File: src/rtl/pwl_coeff_loader.sv
// Streams a PWL coefficient table ({slope, intercept} per segment) into local
// storage, verifies the trailing checksum and serves a registered read port.
module pwl_coeff_loader #(
  parameter int DATA_WIDTH = 16,
  parameter int NUM_SEG    = 64,
  parameter int ADDR_W     = 6
) (
  input  logic                    clk,
  input  logic                    reset,
  input  logic                    start,
  input  logic                    in_valid,
  output logic                    in_ready,
  input  logic [DATA_WIDTH-1:0]   in_data,
  input  logic [ADDR_W-1:0]       rd_addr,
  output logic [2*DATA_WIDTH-1:0] rd_data,
  output logic                    busy,
  output logic                    table_valid,
  output logic                    load_error
);

  typedef enum logic [2:0] {
    S_IDLE,
    S_SLOPE,
    S_ICPT,
    S_CSUM,
    S_DONE,
    S_ERR
  } state_t;

  localparam logic [ADDR_W-1:0] LAST_SEG = ADDR_W'(NUM_SEG - 1);

  state_t                   state;
  logic [ADDR_W-1:0]        cnt;
  logic [DATA_WIDTH-1:0]    sum;
  logic signed [DATA_WIDTH-1:0] slope_p0;
  logic [2*DATA_WIDTH-1:0]  coef_mem [NUM_SEG];
  logic                     xfer;
  logic                     wr_en;

  // Checksum is a plain modulo-2^DATA_WIDTH sum; overflow wraps by design.
  function automatic logic [DATA_WIDTH-1:0] sum_add(
    input logic [DATA_WIDTH-1:0] acc,
    input logic [DATA_WIDTH-1:0] word
  );
    return acc + word;
  endfunction

  assign xfer  = in_valid && in_ready;
  // Gating with reset keeps an aborted load from landing one last entry.
  assign wr_en = xfer && (state == S_ICPT) && !reset;

  always_ff @(posedge clk) begin
    if (reset) begin
      state       <= S_IDLE;
      cnt         <= '0;
      sum         <= '0;
      in_ready    <= 1'b0;
      busy        <= 1'b0;
      table_valid <= 1'b0;
      load_error  <= 1'b0;
    end else begin
      case (state)
        S_IDLE, S_DONE, S_ERR: begin
          if (start) begin
            state       <= S_SLOPE;
            cnt         <= '0;
            sum         <= '0;
            in_ready    <= 1'b1;
            busy        <= 1'b1;
            table_valid <= 1'b0;
            load_error  <= 1'b0;
          end
        end
        S_SLOPE: begin
          if (xfer) begin
            state <= S_ICPT;
            sum   <= sum_add(sum, in_data);
          end
        end
        S_ICPT: begin
          if (xfer) begin
            sum <= sum_add(sum, in_data);
            cnt <= cnt + ADDR_W'(1);
            state <= (cnt == LAST_SEG) ? S_CSUM : S_SLOPE;
          end
        end
        S_CSUM: begin
          if (xfer) begin
            in_ready <= 1'b0;
            busy     <= 1'b0;
            if (in_data == sum) begin
              state       <= S_DONE;
              table_valid <= 1'b1;
            end else begin
              state       <= S_ERR;
              load_error  <= 1'b1;
              table_valid <= 1'b0;
            end
          end
        end
        default: begin
          state    <= S_IDLE;
          in_ready <= 1'b0;
          busy     <= 1'b0;
        end
      endcase
    end
  end

  // Stage p0: slope held until its intercept arrives so the entry is written atomically.
  always_ff @(posedge clk) begin
    if (xfer && (state == S_SLOPE)) begin
      slope_p0 <= signed'(in_data);
    end
  end

  // Table storage has no reset so it maps onto distributed RAM.
  always_ff @(posedge clk) begin
    if (wr_en) begin
      coef_mem[cnt] <= {slope_p0, in_data};
    end
  end

  // Read stage: old contents are returned on a same-cycle read/write collision.
  always_ff @(posedge clk) begin
    if (reset) begin
      rd_data <= '0;
    end else begin
      rd_data <= coef_mem[rd_addr];
    end
  end

endmodule

File: config.mk
export PLATFORM = sky130hd
export DESIGN_NAME = pwl_coeff_loader
export DESIGN_NICKNAME = d
export VERILOG_FILES = /design/src/rtl/pwl_coeff_loader.sv
export SDC_FILE = /design/constraint.sdc
export NUM_CORES = 2
export LEC_CHECK = 0
export CORE_ASPECT_RATIO = 0.8
export CORE_MARGIN = 8
export CORE_UTILIZATION = 55
export DETAILED_ROUTE_END_ITERATION = 6
export PLACE_DENSITY = 0.78
export SLEW_MARGIN = 0
export SYNTH_ARGS = -nofsm -noshare
export SYNTH_HDL_FRONTEND = slang
export SYNTH_SLANG_ARGS = --single-unit
File: constraint.sdc
create_clock -name clk -period 4.5 [get_ports clk]
set_input_delay 1.35 -clock clk [delete_from_list [all_inputs] [get_ports clk]]
set_output_delay 1.35 -clock clk [all_outputs]
set_load 0.01 [all_outputs]
### The metal 4 layer

Supply wires on this layer in gray.
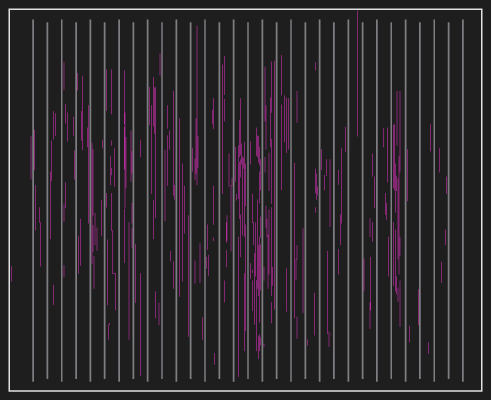
wire length on this layer: 9,150 um
main direction: vertical
nets with wire on the layer: 147
DRT Wirelength: 217.0 mm
Vias: 41,180

### A small window of the routed layout

Bar = 10 um. Window x 208 to 238, y 165 to 195 um. Cells in gray, sequential cells in the stronger gray; small squares are vias.
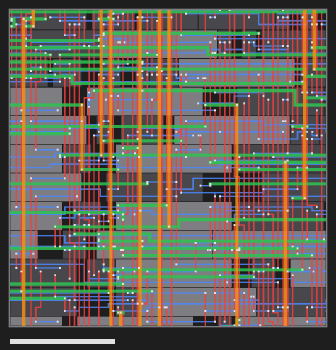
| color | layer |
|---|---|
| blue | met1 |
| orange | met4 |
| green | met3 |
| red | met2 |
netlist names of flops here include: coef_mem (12)
cells with their middle in the window: 44
sequential cells in the window: 12
most frequent: edfxtp_1 (12), nand2_1 (5), mux4_2 (5)

### M1 wires

Supply wires on this layer in gray.
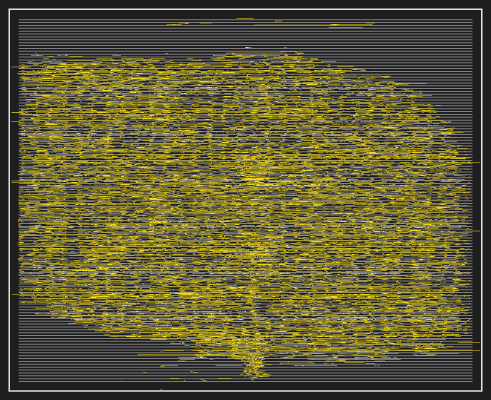
main direction: horizontal
longest straight run: 78.2 um
met1 Use GR: 36.57%

### The clock network

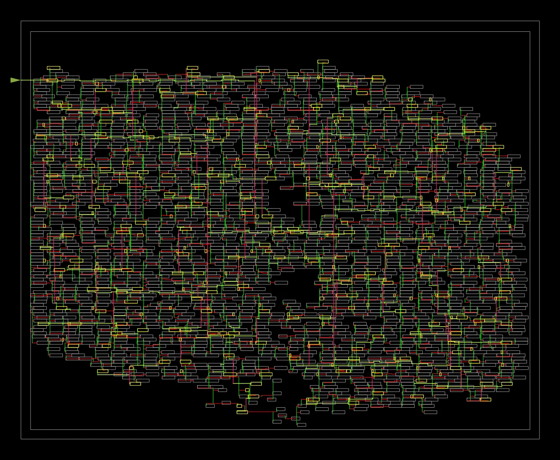
TritonCTS Buffers: 187
power in the clock group: 16,100 uW
Sink Count: 2,124
clk latency late pin: 0.83 ns
clock buf count: 240

### Signal wires by layer

Only two layers are drawn.
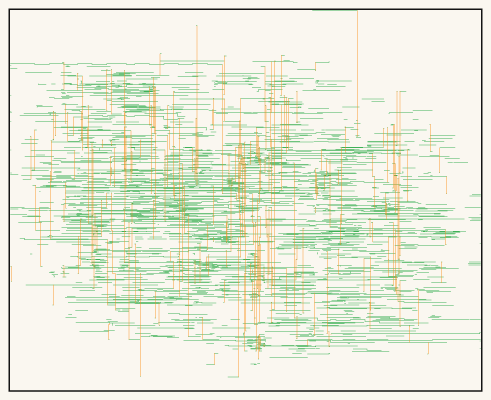
| color | layer | wire length |
|---|---|---|
| green | met3 | 31.1 mm |
| orange | met4 | 9,150 um |
routed length per placed instance: 35.95 um
Total Routing Usage GR: 26.64%

==> results.json <==
{
  "slew_violations": 0,
  "yosys.area_share.xor_xnor_pct": 0.1076,
  "reg2reg_to": "coef_mem[17][8]",
  "dr.first_iter.drc_count": 6720,
  "synth-async-reset-ratio_pct": 0,
  "area_delta_synth_final_pct": 13.81,
  "worstSetupPathType": "input pin to flip-flop",
  "grt_pass1_wl_mm": 304.6,
  "grt_max_degree": 66,
  "viasPerCell": 6.822,
  "clock_path_buffers": 3,
  "numPlacedInstances": 5691,
  "regMostFlops": "coef_mem",
  "antenna_cells": 2,
  "post-cts-setup-buffer-count": 0,
  "seq_cell_count": 2124,
  "cp_max_fo": 16,
  "placed_area_sq_um": 86490,
  "cts_tree": "yes",
  "chipArea_sq_um": 160600,
  "antenna_found_initial": 7,
  "combPwrFrac_pct": 4.6,
  "synth-simple-area-share_pct": 1.656,
  "first_global_vias": 41220,
  "top_cell_area_share_pct": 76.16,
  "grt_setup_unrepaired": "no",
  "drive_gt1_share_pct": 30.44,
  "power.density_nw_per_um2": 427.5,
  "crit_chain": "buf_2, clkinv_2, nand2_1, buf_4, a211oi_1, nor3_1, nor2_1, o21ai_0",
  "worstSetupPathDepth": 8,
  "utilization_pct": 62.90,
  "p_comb_uw": 1830,
  "nNonClkBuffers": 332,
  "largestRegisters": "coef_mem (2048), rd_data (32)",
  "nWellTaps": 1984,
  "syn_nets": 3605,
  "mostFrequentLayoutCells": "edfxtp_1 (2,064), mux4_2 (570), buf_4 (227)",
  "p_seq_uw": 21600,
  "max_freq_mhz": 275.4,
  "nMultiInputCombCells": 1245,
  "drt-met1-wl_mm": 75.32,
  "inverters": 6,
  "p_leak_uw": 0.02905,
  "dp_slack_ns": 0.1020,
  "critical_path_buf_inv_count": 3,
  "status": "complete, no violations",
  "die-width_um": 446.1,
  "grt_busiest_layer": "met2",
  "adder_share_pct": 0.2706,
  "whs_path_depth": 2,
  "p_switching_uw": 8270
}
Power and IR drop assume default switching activity.
